File: src/rtl/bf_program_loader.sv
// bf_program_loader: turns an ASCII BF character stream into 4-bit opcodes,
// writes them into program memory from address 0, then appends the stop opcode.
// Bracket balance and memory capacity are checked as the stream arrives.
module bf_program_loader #(
  parameter int          ADDR_W    = 8,
  parameter logic [7:0]  TERM_CHAR = 8'h21
) (
  input  logic              clk,
  input  logic              reset,
  input  logic              start,
  input  logic              char_valid,
  input  logic [7:0]        char_data,
  output logic              char_ready,
  output logic              prog_we,
  output logic [ADDR_W-1:0] prog_addr,
  output logic [3:0]        prog_wdata,
  output logic              busy,
  output logic              load_done,
  output logic              load_error,
  output logic [1:0]        err_code,
  output logic [ADDR_W-1:0] prog_len
);

  typedef enum logic [2:0] {
    S_IDLE,
    S_LOAD,
    S_STOP_WR,
    S_DONE,
    S_ERROR
  } state_t;

  localparam logic [3:0]        OP_OPEN   = 4'h4;
  localparam logic [3:0]        OP_CLOSE  = 4'h5;
  localparam logic [3:0]        OP_STOP   = 4'hF;
  // The top slot is kept free so the stop opcode always fits.
  localparam logic [ADDR_W-1:0] LAST_SLOT = '1;

  state_t            state;
  logic [ADDR_W-1:0] wr_ptr;
  logic [ADDR_W-1:0] depth;

  logic       is_term;
  logic       is_legal;
  logic [3:0] opcode;
  logic       accept;

  // Translate the incoming character into an opcode; anything else is ignored.
  always_comb begin
    is_legal = 1'b1;
    opcode   = 4'h0;
    case (char_data)
      8'h3C:   opcode = 4'h0;
      8'h3E:   opcode = 4'h1;
      8'h2B:   opcode = 4'h2;
      8'h2D:   opcode = 4'h3;
      8'h5B:   opcode = 4'h4;
      8'h5D:   opcode = 4'h5;
      8'h2E:   opcode = 4'h6;
      8'h2C:   opcode = 4'h7;
      default: is_legal = 1'b0;
    endcase
  end

  // A pending restart blocks the handshake so the concurrent character is dropped.
  assign is_term    = (char_data == TERM_CHAR);
  assign char_ready = (state == S_LOAD) && !start;
  assign accept     = char_valid && char_ready;

  // Load sequencer: all outputs are registered, write strobe is a one-cycle pulse.
  always_ff @(posedge clk) begin
    if (reset) begin
      state      <= S_IDLE;
      wr_ptr     <= '0;
      depth      <= '0;
      prog_we    <= 1'b0;
      prog_addr  <= '0;
      prog_wdata <= 4'h0;
      busy       <= 1'b0;
      load_done  <= 1'b0;
      load_error <= 1'b0;
      err_code   <= 2'd0;
      prog_len   <= '0;
    end else begin
      prog_we <= 1'b0;
      case (state)
        S_IDLE, S_DONE, S_ERROR: begin
          if (start) begin
            state      <= S_LOAD;
            wr_ptr     <= '0;
            depth      <= '0;
            load_done  <= 1'b0;
            load_error <= 1'b0;
            err_code   <= 2'd0;
            prog_len   <= '0;
            busy       <= 1'b1;
          end
        end

        S_LOAD: begin
          if (start) begin
            wr_ptr <= '0;
            depth  <= '0;
          end else if (accept) begin
            if (is_term) begin
              if (depth != '0) begin
                state      <= S_ERROR;
                load_error <= 1'b1;
                err_code   <= 2'd2;
                busy       <= 1'b0;
              end else begin
                state      <= S_STOP_WR;
                prog_we    <= 1'b1;
                prog_addr  <= wr_ptr;
                prog_wdata <= OP_STOP;
              end
            end else if (is_legal) begin
              if ((opcode == OP_CLOSE) && (depth == '0)) begin
                state      <= S_ERROR;
                load_error <= 1'b1;
                err_code   <= 2'd1;
                busy       <= 1'b0;
              end else if (wr_ptr == LAST_SLOT) begin
                state      <= S_ERROR;
                load_error <= 1'b1;
                err_code   <= 2'd3;
                busy       <= 1'b0;
              end else begin
                prog_we    <= 1'b1;
                prog_addr  <= wr_ptr;
                prog_wdata <= opcode;
                wr_ptr     <= wr_ptr + ADDR_W'(1);
                if (opcode == OP_OPEN) begin
                  depth <= depth + ADDR_W'(1);
                end else if (opcode == OP_CLOSE) begin
                  depth <= depth - ADDR_W'(1);
                end
              end
            end
          end
        end

        S_STOP_WR: begin
          state     <= S_DONE;
          prog_len  <= wr_ptr;
          load_done <= 1'b1;
          busy      <= 1'b0;
        end

        default: begin
          state <= S_IDLE;
          busy  <= 1'b0;
        end
      endcase
    end
  end

endmodule

File: config.mk
export PLATFORM = sky130hd
export DESIGN_NAME = bf_program_loader
export DESIGN_NICKNAME = d
export VERILOG_FILES = /design/src/rtl/bf_program_loader.sv
export SDC_FILE = /design/constraint.sdc
export NUM_CORES = 1
export LEC_CHECK = 0
export CAP_MARGIN = 20
export CORE_UTILIZATION = 54
export DETAILED_ROUTE_END_ITERATION = 8
export PLACE_DENSITY = 0.8
export SLEW_MARGIN = 30
export SYNTH_ARGS = -nofsm -noshare
export SYNTH_HDL_FRONTEND = slang
export SYNTH_SLANG_ARGS = --single-unit
File: constraint.sdc
create_clock -name clk -period 3.39 [get_ports clk]
set_clock_uncertainty 0.05 [all_clocks]
set_input_delay 0.339 -clock clk [delete_from_list [all_inputs] [get_ports clk]]
set_output_delay 0.339 -clock clk [all_outputs]
set_load 0.02 [all_outputs]
**Run 1: metal 1**

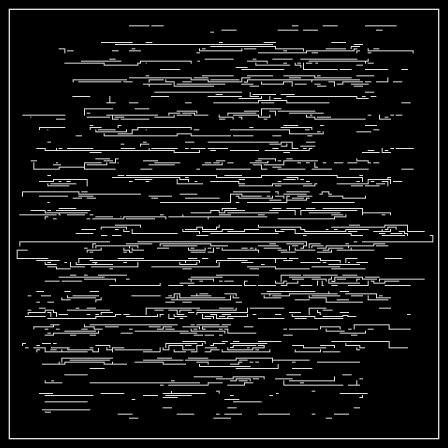
main direction: horizontal
nets with wire on the layer: 335
WL final: 5730 um
via count: 2,338
GR Layer Usage met1: 32.5%

**Run 1: met2 routing**

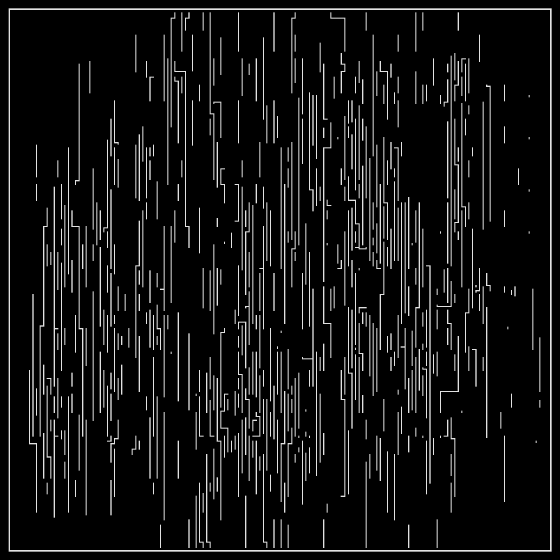
longest straight run: 28.2 um
share of all routed wire: 48%
wire length on this layer: 2,760 um
nets with wire on the layer: 311
main direction: vertical

**Run 1: metal 3**

Bar = 20 um. Cells faint in the background.
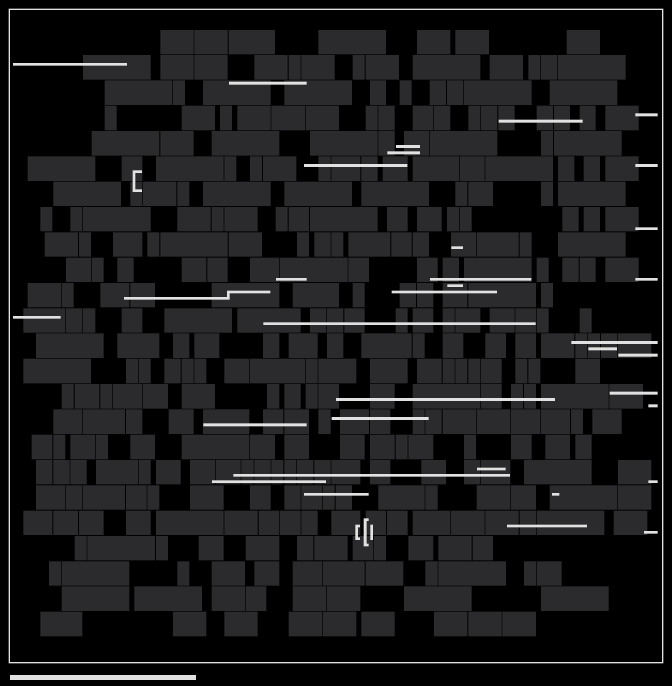
nets with wire on the layer: 29
main direction: horizontal
GRT met3 Usage: 5.05%

-- run 1: power breakdown --
| group | switching, W | internal, W |
|---|---|---|
| registers | 0.0000146 | 0.000540 |
| logic | 0.000105 | 0.0000845 |
| clock network | 0.000194 | 0.000145 |
-- run 1: path summary, 6_finish.rpt --
kind | endpoint | slack (ps)
worst max-delay path | depth[7]$_SDFFE_PP0P_ | 510
worst min register to register | prog_len[0]$_SDFFE_PP0P_ | 420
worst max register to register | err_code[0]$_SDFFE_PP0P_ | 670
worst min-delay path | prog_len[0]$_SDFFE_PP0P_ | 420
-- run 1: stage by stage --
step	utilization, %	instance area [um^2]	hold slack, ps
after floorplan	-	2500	416
after CTS	69.1	3050	422
final	69.1	3050	418
after global placement	67.1	2960	403
after global routing	69.1	3050	434
after detailed placement	67.1	2960	410
-- run 1: layout make-up --
cell class / count / area [um^2]
Multi-Input combinational cell: 231 / 1490
Fill cell: 368 / 1370
Sequential cell: 45 / 901
Timing Repair Buffer: 48 / 468
Clock buffer: 6 / 72.6
Tap cell: 52 / 65.1
Inverter: 11 / 41.3
Clock inverter: 2 / 15.0
-- run 1: cell families after synthesis --
family	Yosys count	synth area share (%)
multiplexers	12	4.85
AND-OR/OR-AND	66	18.7
XOR/XNOR	8	2.80
flip-flops	45	36.0
adder cells (fa/ha/maj)	8	4.30
buffers and inverters	25	4.65
AND/OR/NAND/NOR	137	28.7
-- run 1: per-layer routing --
metal,up-vias,global-route usage (%)
met5,-,0
met4,0,10.2
met3,9,5.05
met2,61,42.0
met1,1103,32.5
li1,1165,-
-- run 1: registers in the layout, summed over array words and instances, names as in the netlist --
signal and cells:
busy 1, depth 8, err_code 2, load_done 1
load_error 1, prog_addr 8, prog_len 8, prog_wdata 4
prog_we 1, state 3, wr_ptr 8
-- run 1: cells in the final DEF (no fill, tap or decap), types with 5 or more instances in the layout --
cell / count
a21oi_1: 16
a22oi_1: 5
buf_4: 9
clkbuf_8: 5
clkdlybuf4s50_1: 38
dfxtp_1: 45
ha_1: 7
inv_1: 10
mux2i_1: 11
nand2_1: 24
nand3_1: 19
nor2_1: 42
nor2b_1: 6
nor3_1: 7
o211ai_1: 7
o21ai_0: 8
xnor2_1: 8
-- run 1: tightest hold or removal path, delay by kind of cell, from the launching register on --
| kind | cells | cell delay [ps] |
|---|---|---|
| and+or+nand+nor | 1 | 60 |
| DFF | 1 | 320 |
| AOI/OAI and AO/OA | 1 | 50 |
==> flow_metrics.tcl, run 1 <==
# flow metrics
set metrics [dict create \
    reg2regPathDepth 9 \
    fp.dieW_um 70.1 \
    top_cells_by_area "dfxtp_1, nor2_1, mux2i_1" \
    cts_tree "built" \
    cp.required_ps 3570 \
    numPortBuffers 38 \
    htreeDepth 2 \
    via_per_inst 5.92 \
    critPathLaunch "char_data[7]" \
    wl_met1_um 2630 \
    ioPinCount 39 \
    initCoreUtil_pct 56.7 \
    path_cells "clkdlybuf4s50_1 > and4bb_2 > nand4_1 > buf_4 > ha_1 > a21oi_1 > o211ai_1 > o41ai_1 > xnor2_1 > or3b_1 > a31oi_1" \
    crit_family "AND-OR/OR-AND gates" \
    clk_path_buf_depth 2 \
    overflow 0 \
    post_cts_buffers 0 \
    clk_pin_slew_ps 90 \
    openroad.warnings 26 \
    finalCritPeriodShare_pct 84.9 \
    cts_made_buffers 5 \
    min_path_cells 2 \
    grt_antenna_before_repair 0 \
    dr.pass1.iters 4 \
    ys_types 56 \
    fin_crit_ps 2880 \
    status "complete, no violations" \
    criticalPathCategory "input pin to flop" \
    finalWorstSetupSlack_ps 512 \
    top_area_cell "dfxtp_1" \
    maxSlewViolCount 0 \
    rsz0062_at_grt "no" \
    tightest_slew_ps 624 \
    yosysMostFrequentCell "dfxtp_1" \
    synthArstFlopShare_pct 0 \
    synth_cells 301 \
    num_rows 24 \
    wl_met2_um 2760 \
    r2r_start "state[0]$_SDFFE_PP0P_" \
    min_from "prog_len[0]$_SDFFE_PP0P_" \
    power.total_w 0.00108 \
    drive_gt1_share_pct 9.04 \
    wl_per_cell_um 14.5 \
    drt-initial-drc-count 125 \
    critical_path.max_stage_delay_ps 470 \
    place_hpwl_um 4140 \
    hold_violations 0 \
    tns_ps 0 \
    cts_resized 0 \
    grt_usage_pct 25.5 \
    grt_first_pass_wirelength_um 10000 \
    crit_fanout 8 \
    grt_max_degree 36 \
    syn_nets 321 \
    syn-cell-area_um2 2500 \
    yosysWarnings 0 \
    ff_type "dfxtp_1" \
    ys_cells 301 \
    place_inst 387 \
    gp_congestion 0.909 \
    cellLeakagePower_nw 1.07 \
    end_kind "flop" \
    core_um2 4410 \
    startpoint_type "input pin" \
    area_growth_pct 21.8 \
    crit_arrival_ps 3060 \
    grt_pass1_vias 2249 \
    setup_viol 0 \
    avgSynthCellArea_um2 8.32 \
    dieArea_um2 4910 \
    clock_sinks 45 \
    antenna_left 0 \
    max_cap_violations 0 \
    synth-edff-count 0 \
    peakVddDrop_uv 184 \
    max_freq_ghz 0.348 \
    clk_latency_ps 310 \
    top_layer "met4" \
    n_antenna_cell 0 \
    hp-class "flop to flop" \
    fin_cells 395 \
    cts_root_buf "clkbuf_8" \
    seq_area_frac_synth_pct 36.0 \
    pre_cts_slack_ps 184 \
    nets 362 \
    top_area_share_pct 36.0 \
    met3_length_um 266 \
    drc 0 \
    postCtsHoldBufs 0 \
    common_cells "dfxtp_1, nor2_1, nand2_1, nand3_1, a21oi_1" \
    dieHeight_um 70.1 \
    cp.depth 11 \
    ys_area_um2 2500 \
    power_density_nw_per_um2 355 \
    ys_ff 45 \
]
**Run 1: track usage over the die**

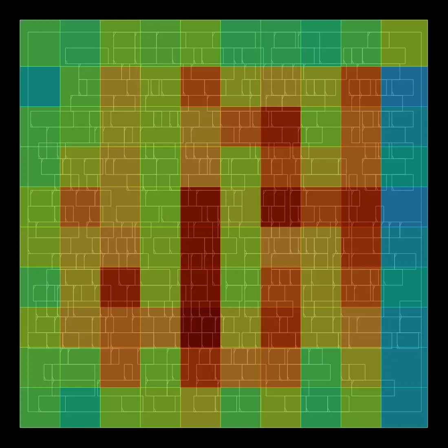

==> run 2: changes to the inputs <==
- CORE_UTILIZATION: 54 -> 48
- PLACE_DENSITY: 0.8 -> 0.75
- clock period: 3.39 -> 2.3 ns (I/O delays scaled with it)
**Run 2: track usage over the die**

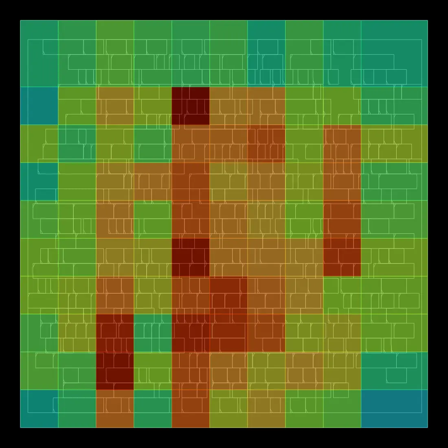
GRT met3 Usage: 4.88%
GR Layer Usage met1: 33.2%
Overall Global Routing Usage: 26.0%
Core Util, Final: 74.9%
met2 Track Usage GR: 44.4%

**Run 2: metal 1**

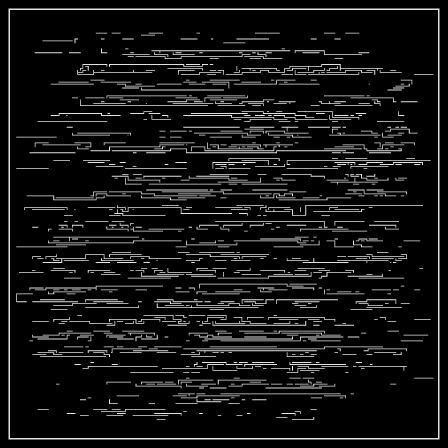
share of all routed wire: 46%
longest straight run: 24.8 um
wire length on this layer: 3,140 um
WL final: 6770 um
via count: 2,624

==> run 2 against run 1 <==
  * Hold slack worse by 1.8 ps
  * Synthesized area unchanged
  * Design area up 20%
  * Routed wire length up 18%
  * Critical endpoint is now depth[6]$_SDFFE_PP0P_
  * Highest routed layer unchanged
==> flow_metrics.tcl, run 2 <==
# flow metrics
set metrics [dict create \
    openroad.warnings 28 \
    placed_cell_area_um2 3430 \
    numPortBuffers 38 \
    overflow 0 \
    crit_end "depth[6]$_SDFFE_PP0P_" \
    power_density_nw_per_um2 461 \
    ys_area_um2 2500 \
    postCtsHoldBufs 0 \
    avgSynthCellArea_um2 8.32 \
    gp_congestion 0.860 \
    peakVddDrop_uv 452 \
    cts_made_buffers 5 \
    antenna_left 0 \
    synth_cells 301 \
    rsz0062_at_grt "yes" \
    ff_type "dfxtp_1" \
    status "complete, no violations" \
    clock_sinks 45 \
    ys_cells 301 \
    most-common-layout-cells "buf_4, dfxtp_1, nor2_1, clkdlybuf4s50_1, nand2_1" \
    area_growth_pct 46.1 \
    startpoint_type "input pin" \
    max_cap_violations 0 \
    synthArstFlopShare_pct 0 \
    tightest_slew_ps 801 \
    end_kind "flop" \
    num_rows 25 \
    dieHeight_um 74.2 \
    dr.pass1.iters 5 \
    lay_top_count "buf_4" \
    grt_pass1_vias 2457 \
    syn_nets 321 \
    top_area_share_pct 36.0 \
    crit_fanout 6 \
    grt_max_degree 36 \
    common_cells "dfxtp_1, nor2_1, nand2_1, nand3_1, a21oi_1" \
    drt-initial-drc-count 143 \
    syn-cell-area_um2 2500 \
    clk_latency_ps 300 \
    top_area_cell "dfxtp_1" \
    synth-edff-count 0 \
    reg2regPathDepth 9 \
    drc 0 \
    seq_area_frac_synth_pct 36.0 \
    ys_ff 45 \
    power.total_w 0.00169 \
    cp.required_ps 2500 \
    cts_tree "built" \
    setup_viol 0 \
    fin_crit_ps 2250 \
    max_freq_ghz 0.444 \
    initCoreUtil_pct 51.3 \
    tns_ps 0 \
    maxSlewViolCount 0 \
    finalCritPeriodShare_pct 98.0 \
    ys_types 56 \
    clk_path_buf_depth 2 \
    nets 424 \
    htreeDepth 2 \
    clk_pin_slew_ps 90 \
    reg2reg_to "err_code[0]$_SDFFE_PP0P_" \
    grt_first_pass_wirelength_um 11000 \
    hp-class "flop to flop" \
    place_hpwl_um 4970 \
    yosysMostFrequentCell "dfxtp_1" \
    n_antenna_cell 0 \
    core_um2 4880 \
    yosysWarnings 0 \
    cts_root_buf "clkbuf_8" \
    fp.dieW_um 74.2 \
    drive_gt1_share_pct 27.9 \
    hold_violations 0 \
    grt_antenna_before_repair 0 \
    dieArea_um2 5510 \
    ioPinCount 39 \
    r2r_slack_ps 110 \
    slew_headroom_pct 46.2 \
    top_cells_by_area "dfxtp_1, nor2_1, mux2i_1" \
    crit_arrival_ps 2450 \
    wl_per_cell_um 14.3 \
    critPathLaunch "char_data[5]" \
    r2r_start "state[2]$_SDFFE_PP0P_" \
    min_path_cells 2 \
    via_per_inst 5.56 \
    criticalPathCategory "input pin to flop" \
    design_area_um2 3660 \
    cellLeakagePower_nw 1.42 \
]
**Run 2: met2 routing**

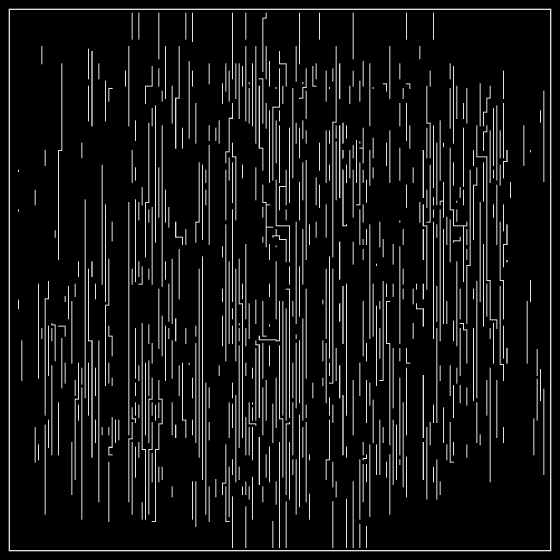

-- run 2: cell count changes in the layout (fill, tap and decap cells not counted), moves of 3 or more --
| cell | change |
|---|---|
| buf_4 | +61 |
| clkdlybuf4s50_1 | -8 |
| dlygate4sd2_1 | +3 |
| ha_1 | -4 |
| ha_4 | +4 |
| o21ai_0 | -3 |
| o21ai_1 | +3 |
-- run 2: how the worst min path moves through the flow --
| stage | start | to | slack (ps) |
|---|---|---|---|
| finish | err_code[1]$_SDFFE_PP0P_ | err_code[1]$_SDFFE_PP0P_ | 420 |
| global route | prog_len[5]$_SDFFE_PP0P_ | prog_len[5]$_SDFFE_PP0P_ | 450 |
| CTS | err_code[1]$_SDFFE_PP0P_ | err_code[1]$_SDFFE_PP0P_ | 420 |
| detailed placement | err_code[1]$_SDFFE_PP0P_ | err_code[1]$_SDFFE_PP0P_ | 400 |
| global placement | prog_len[5]$_SDFFE_PP0P_ | prog_len[5]$_SDFFE_PP0P_ | 410 |
| floorplan | char_valid | state[0]$_SDFFE_PP0P_ | 410 |
-- run 2: logic make-up after synthesis --
logic type	synth area share (%)
buf+inv	4.65
simple gates	28.7
compound gates	18.7
mux	4.85
xor+xnor	2.80
fa+ha+maj	4.30
flops	36.0
-- run 2: layout make-up --
type	count	area, um^2
repair buffers	110	932
clock buffers	5	68.8
flip-flops and latches	45	901
multi-input cells	231	1610
well taps	67	83.8
clock inverters	3	22.5
fillers	366	1220
inverters	11	41.3
-- run 2: per-layer routing --
metal / vias to the layer above / part of all wire (%) / global-route usage [%]
met5: - / 0 / 0
met1: 1267 / 46 / 33.2
li1: 1296 / - / -
met2: 49 / 49 / 44.4
met3: 12 / 3.3 / 4.88
met4: 0 / 1.5 / 8.18
-- run 2: where the power goes --
group,total (W),switching [W],internal [W]
registers,0.000805,0.00000936,0.000796
logic,0.000382,0.000198,0.000185
clock network,0.000498,0.000282,0.000216
total,0.00169,0.000489,0.00120
-- run 2: worst max-delay path, stage by stage --
cell	delay, ps
buf_8	100
and4bb_2	280
nand4_1	90
buf_6	170
buf_4	140
inv_1	110
fa_2	230
nor2b_1	50
o21ai_1	150
a21boi_1	130
o21a_1	230
or4b_1	460
nand3_1	90
-- run 2: stage by stage --
stage,hold WS (ps),cells,setup slack [ps]
after CTS,419,469,1.16
after detailed placement,403,460,-560
final,417,472,45.5
after global routing,446,472,-88.8
after floorplan,409,301,-50.2
after global placement,406,460,-507
-- run 2: what timing repair did --
action / CTS / global route
hold endpoints to repair: 0 / 0
gates resized: 21 / 18
setup endpoints to repair: 32 / 15
buffers inserted: 1 / 3
pin swaps: 11 / 10
Power figures rest on the tool's default switching activity, not on a simulated workload.
